File: config.mk
export PLATFORM = sky130hd
export DESIGN_NAME = alu_issue_stage_flat
export DESIGN_NICKNAME = d
export VERILOG_FILES = /design/src/rtl/alu_issue_stage_if.sv /design/src/rtl/alu_issue_stage.sv /design/src/flat_wrapper.sv
export SDC_FILE = /design/constraint.sdc
export NUM_CORES = 1
export LEC_CHECK = 0
export CAP_MARGIN = 25
export CORE_UTILIZATION = 30
export CTS_BUF_LIST = sky130_fd_sc_hd__clkbuf_8
export DETAILED_ROUTE_END_ITERATION = 8
export GPL_TIMING_DRIVEN = 0
export PLACE_DENSITY = 0.66
export SYNTH_ARGS = -nofsm -noshare
export SYNTH_HDL_FRONTEND = slang
export SYNTH_SLANG_ARGS = --single-unit
File: constraint.sdc
create_clock -name clk -period 3.8 [get_ports clk]
set_input_delay 0.57 -clock clk [delete_from_list [all_inputs] [get_ports clk]]
set_output_delay 0.57 -clock clk [all_outputs]
set_load 0.01 [all_outputs]
File: src/rtl/alu_issue_stage_if.sv
// alu_issue_stage_if: decode handshake, register-file read data, external ALU port
// and register-file write port of the ALU issue stage.
interface alu_issue_stage_if;
   logic       in_valid;
   logic       in_ready;
   logic [2:0] in_op;
   logic [2:0] in_rs;
   logic [2:0] in_rt;
   logic [2:0] in_rd;
   logic [7:0] in_imm;
   logic       in_use_imm;

   logic [7:0] rs_data;
   logic [7:0] rt_data;

   logic [7:0] alu_a;
   logic [7:0] alu_b;
   logic [2:0] alu_s;
   logic [7:0] alu_f;
   logic       alu_ovf;
   logic       alu_take_branch;

   logic       wb_en;
   logic [2:0] wb_addr;
   logic [7:0] wb_data;
   logic       flush;
   logic       ovf_sticky;

   // Issue-stage side
   modport slave (
      input  in_valid, in_op, in_rs, in_rt, in_rd, in_imm, in_use_imm,
      input  rs_data, rt_data,
      input  alu_f, alu_ovf, alu_take_branch,
      output in_ready, alu_a, alu_b, alu_s,
      output wb_en, wb_addr, wb_data, flush, ovf_sticky
   );

   // Decode / register-file / ALU side
   modport master (
      output in_valid, in_op, in_rs, in_rt, in_rd, in_imm, in_use_imm,
      output rs_data, rt_data,
      output alu_f, alu_ovf, alu_take_branch,
      input  in_ready, alu_a, alu_b, alu_s,
      input  wb_en, wb_addr, wb_data, flush, ovf_sticky
   );
endinterface

File: src/rtl/alu_issue_stage.sv
// alu_issue_stage: EX/WB slots feeding an external combinational 8-bit ALU.
// Macro ALU_ISSUE_FWD_EN selects operand forwarding; undefined, RAW hazards stall decode.
module alu_issue_stage #(
   parameter int unsigned REGS = 8
) (
   input logic              clk,
   input logic              rst,
   alu_issue_stage_if.slave bus
);
   localparam int unsigned AW = $clog2(REGS);

   typedef enum logic [2:0] {
      OP_ADD  = 3'b000,
      OP_R1   = 3'b001,
      OP_R2   = 3'b010,
      OP_R3   = 3'b011,
      OP_R4   = 3'b100,
      OP_R5   = 3'b101,
      OP_CMP0 = 3'b110,
      OP_CMP1 = 3'b111
   } op_e;

   logic          ex_valid_q, ex_valid_d;
   op_e           ex_op_q, ex_op_d;
   logic [7:0]    ex_a_q, ex_a_d;
   logic [7:0]    ex_b_q, ex_b_d;
   logic [AW-1:0] ex_rd_q, ex_rd_d;
   logic          ex_wr_q, ex_wr_d;
   logic          wb_valid_q, wb_valid_d;
   logic [AW-1:0] wb_rd_q, wb_rd_d;
   logic [7:0]    wb_data_q, wb_data_d;
   logic          ovf_q, ovf_d;

   logic [AW-1:0] rs, rt, rd;
   logic          ex_prod, wb_prod;
   logic          ex_is_cmp;
   logic          flush;
   logic          accept;
   logic          ready;
   logic [7:0]    opa, opb_reg;

   assign rs = bus.in_rs[AW-1:0];
   assign rt = bus.in_rt[AW-1:0];
   assign rd = bus.in_rd[AW-1:0];

   // A slot is a producer only when it will actually write the register file.
   assign ex_prod   = ex_valid_q && ex_wr_q;
   assign wb_prod   = wb_valid_q;
   assign ex_is_cmp = (ex_op_q == OP_CMP0) || (ex_op_q == OP_CMP1);
   assign flush     = ex_valid_q && ex_is_cmp && bus.alu_take_branch;
   assign accept    = bus.in_valid && ready;

`ifdef ALU_ISSUE_FWD_EN
   function automatic logic [7:0] fwd(input logic [AW-1:0] r,
                                      input logic [7:0]    rf,
                                      input logic          ex_ok,
                                      input logic [AW-1:0] ex_rd,
                                      input logic [7:0]    ex_f,
                                      input logic          wb_ok,
                                      input logic [AW-1:0] wb_rd,
                                      input logic [7:0]    wb_d);
      if (r == '0)
         return rf;
      if (ex_ok && (ex_rd == r))
         return ex_f;
      if (wb_ok && (wb_rd == r))
         return wb_d;
      return rf;
   endfunction

   assign opa     = fwd(rs, bus.rs_data, ex_prod, ex_rd_q, bus.alu_f,
                        wb_prod, wb_rd_q, wb_data_q);
   assign opb_reg = fwd(rt, bus.rt_data, ex_prod, ex_rd_q, bus.alu_f,
                        wb_prod, wb_rd_q, wb_data_q);
   assign ready   = 1'b1;
`else
   function automatic logic hazard(input logic [AW-1:0] r,
                                   input logic          ex_ok,
                                   input logic [AW-1:0] ex_rd,
                                   input logic          wb_ok,
                                   input logic [AW-1:0] wb_rd);
      return (r != '0) && ((ex_ok && (ex_rd == r)) || (wb_ok && (wb_rd == r)));
   endfunction

   assign opa     = bus.rs_data;
   assign opb_reg = bus.rt_data;
   // rt only matters when the immediate is not selected.
   assign ready   = !(bus.in_valid &&
                      (hazard(rs, ex_prod, ex_rd_q, wb_prod, wb_rd_q) ||
                       (!bus.in_use_imm && hazard(rt, ex_prod, ex_rd_q, wb_prod, wb_rd_q))));
`endif

   always_comb begin
      ex_valid_d = accept && !flush;
      ex_op_d    = ex_op_q;
      ex_a_d     = ex_a_q;
      ex_b_d     = ex_b_q;
      ex_rd_d    = ex_rd_q;
      ex_wr_d    = ex_wr_q;
      if (accept) begin
         ex_op_d = op_e'(bus.in_op);
         ex_a_d  = opa;
         ex_b_d  = bus.in_use_imm ? bus.in_imm : opb_reg;
         ex_rd_d = rd;
         ex_wr_d = (bus.in_op[2:1] != 2'b11) && (rd != '0);
      end

      wb_valid_d = 1'b0;
      wb_rd_d    = wb_rd_q;
      wb_data_d  = wb_data_q;
      if (ex_valid_q) begin
         wb_valid_d = ex_wr_q;
         wb_rd_d    = ex_rd_q;
         wb_data_d  = bus.alu_f;
      end

      ovf_d = ovf_q || (ex_valid_q && (ex_op_q == OP_ADD) && bus.alu_ovf);
   end

   always_ff @(posedge clk) begin
      if (rst) begin
         ex_valid_q <= 1'b0;
         ex_op_q    <= OP_ADD;
         ex_a_q     <= '0;
         ex_b_q     <= '0;
         ex_rd_q    <= '0;
         ex_wr_q    <= 1'b0;
         wb_valid_q <= 1'b0;
         wb_rd_q    <= '0;
         wb_data_q  <= '0;
         ovf_q      <= 1'b0;
      end else begin
         ex_valid_q <= ex_valid_d;
         ex_op_q    <= ex_op_d;
         ex_a_q     <= ex_a_d;
         ex_b_q     <= ex_b_d;
         ex_rd_q    <= ex_rd_d;
         ex_wr_q    <= ex_wr_d;
         wb_valid_q <= wb_valid_d;
         wb_rd_q    <= wb_rd_d;
         wb_data_q  <= wb_data_d;
         ovf_q      <= ovf_d;
      end
   end

   assign bus.in_ready   = ready;
   assign bus.alu_a      = ex_valid_q ? ex_a_q : '0;
   assign bus.alu_b      = ex_valid_q ? ex_b_q : '0;
   assign bus.alu_s      = ex_valid_q ? 3'(ex_op_q) : 3'b000;
   assign bus.wb_en      = wb_valid_q;
   assign bus.wb_addr    = wb_rd_q;
   assign bus.wb_data    = wb_data_q;
   assign bus.flush      = flush;
   assign bus.ovf_sticky = ovf_q;
endmodule
File: src/flat_wrapper.sv
// flat-port wrapper written by rule: the top's interface ports become plain ports
module alu_issue_stage_flat 
#(
   parameter int unsigned REGS = 8
)
  (clk, rst, bus_in_valid, bus_in_op, bus_in_rs, bus_in_rt, bus_in_rd, bus_in_imm, bus_in_use_imm, bus_rs_data, bus_rt_data, bus_alu_f, bus_alu_ovf, bus_alu_take_branch, bus_in_ready, bus_alu_a, bus_alu_b, bus_alu_s, bus_wb_en, bus_wb_addr, bus_wb_data, bus_flush, bus_ovf_sticky);
  alu_issue_stage_if bus_i ();
  input logic clk;
  input logic rst;
  input wire logic [$bits(bus_i.in_valid)-1:0] bus_in_valid;
  input wire logic [$bits(bus_i.in_op)-1:0] bus_in_op;
  input wire logic [$bits(bus_i.in_rs)-1:0] bus_in_rs;
  input wire logic [$bits(bus_i.in_rt)-1:0] bus_in_rt;
  input wire logic [$bits(bus_i.in_rd)-1:0] bus_in_rd;
  input wire logic [$bits(bus_i.in_imm)-1:0] bus_in_imm;
  input wire logic [$bits(bus_i.in_use_imm)-1:0] bus_in_use_imm;
  input wire logic [$bits(bus_i.rs_data)-1:0] bus_rs_data;
  input wire logic [$bits(bus_i.rt_data)-1:0] bus_rt_data;
  input wire logic [$bits(bus_i.alu_f)-1:0] bus_alu_f;
  input wire logic [$bits(bus_i.alu_ovf)-1:0] bus_alu_ovf;
  input wire logic [$bits(bus_i.alu_take_branch)-1:0] bus_alu_take_branch;
  output wire logic [$bits(bus_i.in_ready)-1:0] bus_in_ready;
  output wire logic [$bits(bus_i.alu_a)-1:0] bus_alu_a;
  output wire logic [$bits(bus_i.alu_b)-1:0] bus_alu_b;
  output wire logic [$bits(bus_i.alu_s)-1:0] bus_alu_s;
  output wire logic [$bits(bus_i.wb_en)-1:0] bus_wb_en;
  output wire logic [$bits(bus_i.wb_addr)-1:0] bus_wb_addr;
  output wire logic [$bits(bus_i.wb_data)-1:0] bus_wb_data;
  output wire logic [$bits(bus_i.flush)-1:0] bus_flush;
  output wire logic [$bits(bus_i.ovf_sticky)-1:0] bus_ovf_sticky;
  assign bus_i.in_valid = bus_in_valid;
  assign bus_i.in_op = bus_in_op;
  assign bus_i.in_rs = bus_in_rs;
  assign bus_i.in_rt = bus_in_rt;
  assign bus_i.in_rd = bus_in_rd;
  assign bus_i.in_imm = bus_in_imm;
  assign bus_i.in_use_imm = bus_in_use_imm;
  assign bus_i.rs_data = bus_rs_data;
  assign bus_i.rt_data = bus_rt_data;
  assign bus_i.alu_f = bus_alu_f;
  assign bus_i.alu_ovf = bus_alu_ovf;
  assign bus_i.alu_take_branch = bus_alu_take_branch;
  assign bus_in_ready = bus_i.in_ready;
  assign bus_alu_a = bus_i.alu_a;
  assign bus_alu_b = bus_i.alu_b;
  assign bus_alu_s = bus_i.alu_s;
  assign bus_wb_en = bus_i.wb_en;
  assign bus_wb_addr = bus_i.wb_addr;
  assign bus_wb_data = bus_i.wb_data;
  assign bus_flush = bus_i.flush;
  assign bus_ovf_sticky = bus_i.ovf_sticky;
  alu_issue_stage #(.REGS(REGS)) u_core (.clk(clk), .rst(rst), .bus(bus_i));
endmodule
==> results.toml, run 1 <==
# synthesis and place-and-route metrics
[floorplan]
die_area_mm2 = 0.00655
placementRows = 28
top_level_ports = 84

[clock_network]
cts_max_path_buffers = 2
post-cts-setup-buffers = 0
clk-insertion-delay-late_ns = 0.28

[critical_path]
critical-path-slowest-cell = "clkdlybuf4s50_1"
cp-end-kind = "output port"
setup.worst_path.start_class = "input port"
worst-setup-path-type = "in -> out"
critPathArrivalTime_ns = 2.74
crit_family = "buffers and inverters"
cp_num_buf_inv = 4

[logic_synthesis]
post_synth_instance_area_mm2 = 0.00187
synthMostInstantiatedCell = "dfxtp_1"
proportion_of_register_bits_with_asynchronous_set_or_reset_after_synthesis_pct = 0
part_of_the_yosys_area_used_for_sequential_elements_pct = 39.6
post_synth_main_area_contributors = "dfxtp_1 (40%), mux2i_1 (10%), and2_1 (6.4%)"
synth-main-ff-cell = "dfxtp_1"
synthesis.yosys.warnings = 0
synth-edff-count = 0
synth.avg_cell_area_um2 = 9.31
synthDominantCellAreaShare_pct = 39.6
syn_inst = 201
synth-seq-cells = 37

[detailed_routing]
detail_route.first_pass.iterations = 5
routed_wl_um = 5320
drt-wirelength-per-cell_um = 14.6
vias_post_dr = 1807

[status]
status = "complete, no violations"

[sta]
maxSlewHeadroom_pct = 51.1
fmaxAchievable_mhz = 302
final-hold-violation-count = 0
rsz0062_at_grt = "no"
layout_min_cycle_time_ns = 3.31

[final_layout]
design_area_mm2 = 0.00285
fin_nets = 338
mostFrequentLayoutCells = "clkdlybuf4s50_1 (80), dfxtp_1 (37), and2_1 (19), mux2i_1 (19), a21oi_1 (17)"
utilization_pct = 47.8
post_route_cells_drive_above_1_share_pct = 7.27

[placed_design]
port-buffer-count = 80
pre_cts_ws_ns = 0.494
placedCellCount = 356

[pwr]
power.net_switching_mw = 0.215
combPwrFrac_pct = 19.6
share_clk_of_total_power_pct = 30.2
power.internal_mw = 0.629
ir_worst_vdd_mv = 0.142

[grt]
grt_pass1_wl_um = 8590

[min_path]
min-delay-path-class = "reg -> reg"
==> run 1: layer usage <==
layer  up-vias  part of all wire (%)
li1        911                     -
met1       837                    46
met2        53                    48
met3         6                   4.9
met5         -                     0
met4         0                  0.96
==> run 1: logic make-up (layout without fill, tap and decap cells) <==
family | count (synthesis) | count (layout) | synth area share [%]
buf+inv | 21 | 109 | 5.82
mux | 19 | 19 | 10.2
simple gates | 59 | 59 | 19.8
xor+xnor | 12 | 12 | 5.62
compound gates | 53 | 53 | 19.0
flops | 37 | 37 | 39.6
==> run 1: power by group through the flow <==
stage	Sequential (mW)	Combinational (mW)	Clock (mW)
after floorplan	0.432	0.0741	0
after global placement	0.432	0.164	0
after detailed placement	0.433	0.166	0
after CTS	0.424	0.167	0.261
after global routing	0.427	0.181	0.283
final	0.424	0.165	0.255
==> run 1: area by class of cell <==
class / count / area (µm²)
inverters: 1 / 3.75
repair buffers: 80 / 801
flip-flops and latches: 37 / 741
fillers: 605 / 3110
clock buffers: 5 / 68.8
multi-input cells: 143 / 1020
plain buffers: 20 / 105
well taps: 75 / 93.8
clock inverters: 3 / 11.3
==> run 1: final timing paths <==
path                     startpoint               end  slack, ns  cells past startpoint
setup / recovery       bus_in_rt[2]      bus_in_ready       0.49                      8
hold / removal     u_core.ex_a_q[3]  u_core.ex_a_q[3]       0.47                      2
setup reg to reg  u_core.ex_valid_q  u_core.ex_a_q[4]       2.04                      7
hold reg to reg    u_core.ex_a_q[3]  u_core.ex_a_q[3]       0.47                      2
==> run 1: worst register-to-register path: stages, from the launching register on <==
cell	delay, ns
dfxtp_1	0.42
nand2_1	0.15
nor4_2	0.36
o32a_1	0.21
buf_4	0.16
buf_6	0.16
o31ai_1	0.07
a21oi_1	0.17
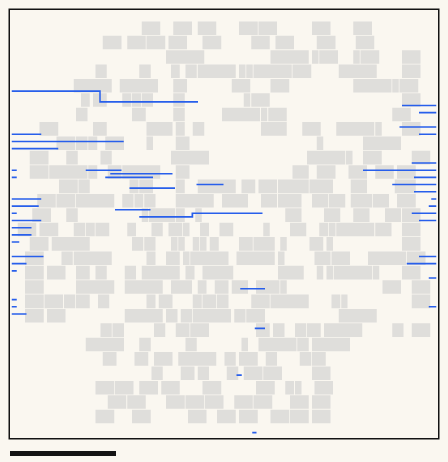
(run_1/m3.png)
The bar under the picture is 20 µm long.
- longest straight run: 20.9 µm
- wire length on this layer: 259 µm

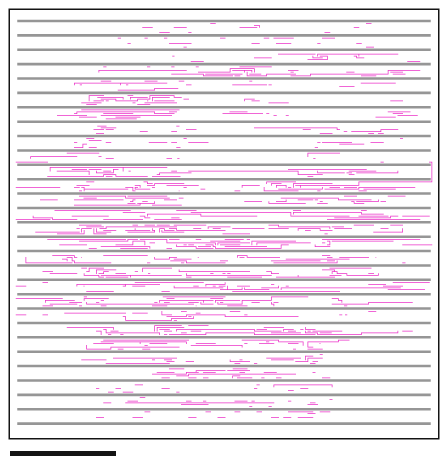
(run_1/m1.png)
The bar under the picture is 20 µm long. Supply wires on this layer in grey.
- nets with wire on the layer: 296
- share of all routed wire: 46%
- wire length on this layer: 2470 µm

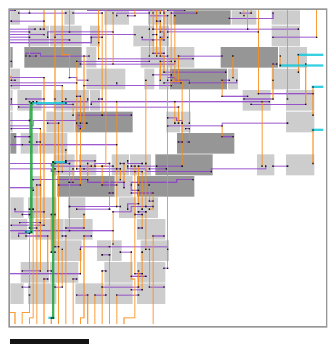
(run_1/closeup.png)
The bar under the picture is 10 µm long. Region (41, 0) to (81, 40) µm. Cells in grey, sequential cells in the stronger grey; small squares are vias.
- green: M4
- orange: M2
- purple: M1
- cyan: M3
- most frequent: clkdlybuf4s50_1 (20), dfxtp_1 (9)
- sequential cells in the window: 9
- netlist names of flops here include: u_core.ex_b_q (3)
- cells with their middle in the window: 70

==> run 1 -> run 2 <==
--- a/config.mk
+++ b/config.mk
@@ -9,6 +9,7 @@
 export CORE_UTILIZATION = 30
 export CTS_BUF_LIST = sky130_fd_sc_hd__clkbuf_8
 export DETAILED_ROUTE_END_ITERATION = 8
+export GPL_ROUTABILITY_DRIVEN = 0
 export GPL_TIMING_DRIVEN = 0
 export PLACE_DENSITY = 0.66
 export SYNTH_ARGS = -nofsm -noshare
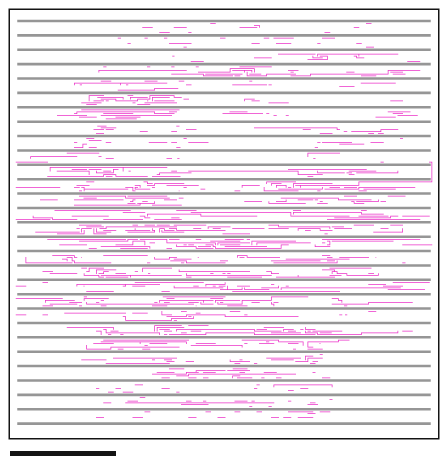
(run_2/m1.png)
The bar under the picture is 20 µm long. Supply wires on this layer in grey.
met1 track utilization from global routing: 22.7%
final WL: 5320 µm

==> run 2 against run 1 <==
Against the previous run: fmax is the same; wire length unchanged; via count unchanged; total power unchanged; clock power about the same; largest power group unchanged; critical endpoint unchanged; sequential power about the same.
==> results.toml, run 2 <==
# synthesis and place-and-route metrics
[critical_path]
critPathArrivalTime_ns = 2.74
worstRegToRegCells = 7
critical-path-slowest-cell = "clkdlybuf4s50_1"
worst-setup-path-type = "in -> out"
crit_family = "buffers and inverters"

[logic_synthesis]
post_synth_instance_area_mm2 = 0.00187
synthesis.yosys.warnings = 0
synth.avg_cell_area_um2 = 9.31
synth.comb.largest_family = "simple AND/OR/NAND/NOR gates"
part_of_the_yosys_area_used_for_sequential_elements_pct = 39.6
proportion_of_register_bits_with_asynchronous_set_or_reset_after_synthesis_pct = 0
synthMostInstantiatedCell = "dfxtp_1"
synthAdderAreaFrac_pct = 0
synth-seq-cells = 37

[placed_design]
pre_cts_ws_ns = 0.494

[status]
status = "complete, no violations"

[min_path]
hold_depth = 2
worstHoldStart = "u_core.ex_a_q[3]"

[clock_network]
clk-insertion-delay-late_ns = 0.28
cts_max_path_buffers = 2

[detailed_routing]
vias_post_dr = 1807

[sta]
fmaxAchievable_mhz = 302
rsz0062_at_grt = "no"
layout_min_cycle_time_ns = 3.31
final-hold-violation-count = 0

[grt]
grt_pass1_wl_um = 8590

[floorplan]
top_level_ports = 84

[pwr]
ir_worst_vdd_mv = 0.142

[final_layout]
post_route_cells_drive_above_1_share_pct = 7.27
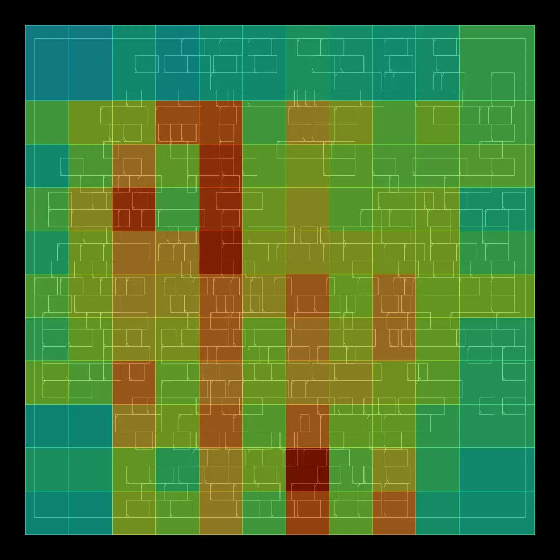
(run_2/congestion_map.png)
final cell utilization of the core: 47.8%
all-layer global routing usage: 17.2%
GR met3 Demand/Resource: 3.82%
global routing met2 resource utilization: 26.9%

[run 2: cell counts after synthesis]
No cell type changed its count.
[run 2: metal layers]
metal	up-vias	share of wire, %	global-route usage [%]
li1	911	-	-
met1	837	46	22.7
met5	-	0	0
met2	53	48	26.9
met4	0	0.96	7.14
met3	6	4.9	3.82
[run 2: final cells by class]
cell class,instances,share of cell area [%]
timing repair buffer,80,28.1
multi-input combinational,143,35.9
clock buffer,5,2.42
buffer,20,3.69
clock inverter,3,0.396
sequential,37,26.0
inverter,1,0.132
tap,75,3.30
[run 2: tightest hold or removal path, delay by kind of cell (launching register included)]
kind               cells  cell delay [ns]
AOI/OAI and AO/OA      2             0.12
DFF                    1             0.31
[run 2: worst max path at each step]
| stage | to | slack (ns) | cells after the start |
|---|---|---|---|
| 2_1_floorplan | bus_in_ready | 1.60 | 6 |
| 3_3_place_gp | bus_in_ready | 0.52 | 8 |
| 3_5_place_dp | bus_in_ready | 0.49 | 8 |
| 4_1_cts | bus_in_ready | 0.48 | 8 |
| 5_1_grt | bus_in_ready | 0.38 | 8 |
| 6_report | bus_in_ready | 0.49 | 8 |
[run 2: where the power goes]
part | internal, mW | switching (mW) | leakage, nW | total (mW)
Combinational | 0.0966 | 0.0686 | 0.722 | 0.165
Clock | 0.122 | 0.132 | 0.0519 | 0.255
Sequential | 0.410 | 0.0142 | 0.305 | 0.424
[run 2: kinds of logic after synthesis]
| kind of cell | Yosys count |
|---|---|
| AND/OR/NAND/NOR | 59 |
| AND-OR/OR-AND | 53 |
| flip-flops | 37 |
| buffers and inverters | 21 |
| multiplexers | 19 |
| XOR/XNOR | 12 |
[run 2: through the flow]
stage	instances	cell area (µm²)
global route	364	2850
detailed placement	356	2770
finish	364	2850
global placement	356	2770
CTS	364	2850
floorplan	201	1870
Power figures rest on the tool's default switching activity, not on a simulated workload.
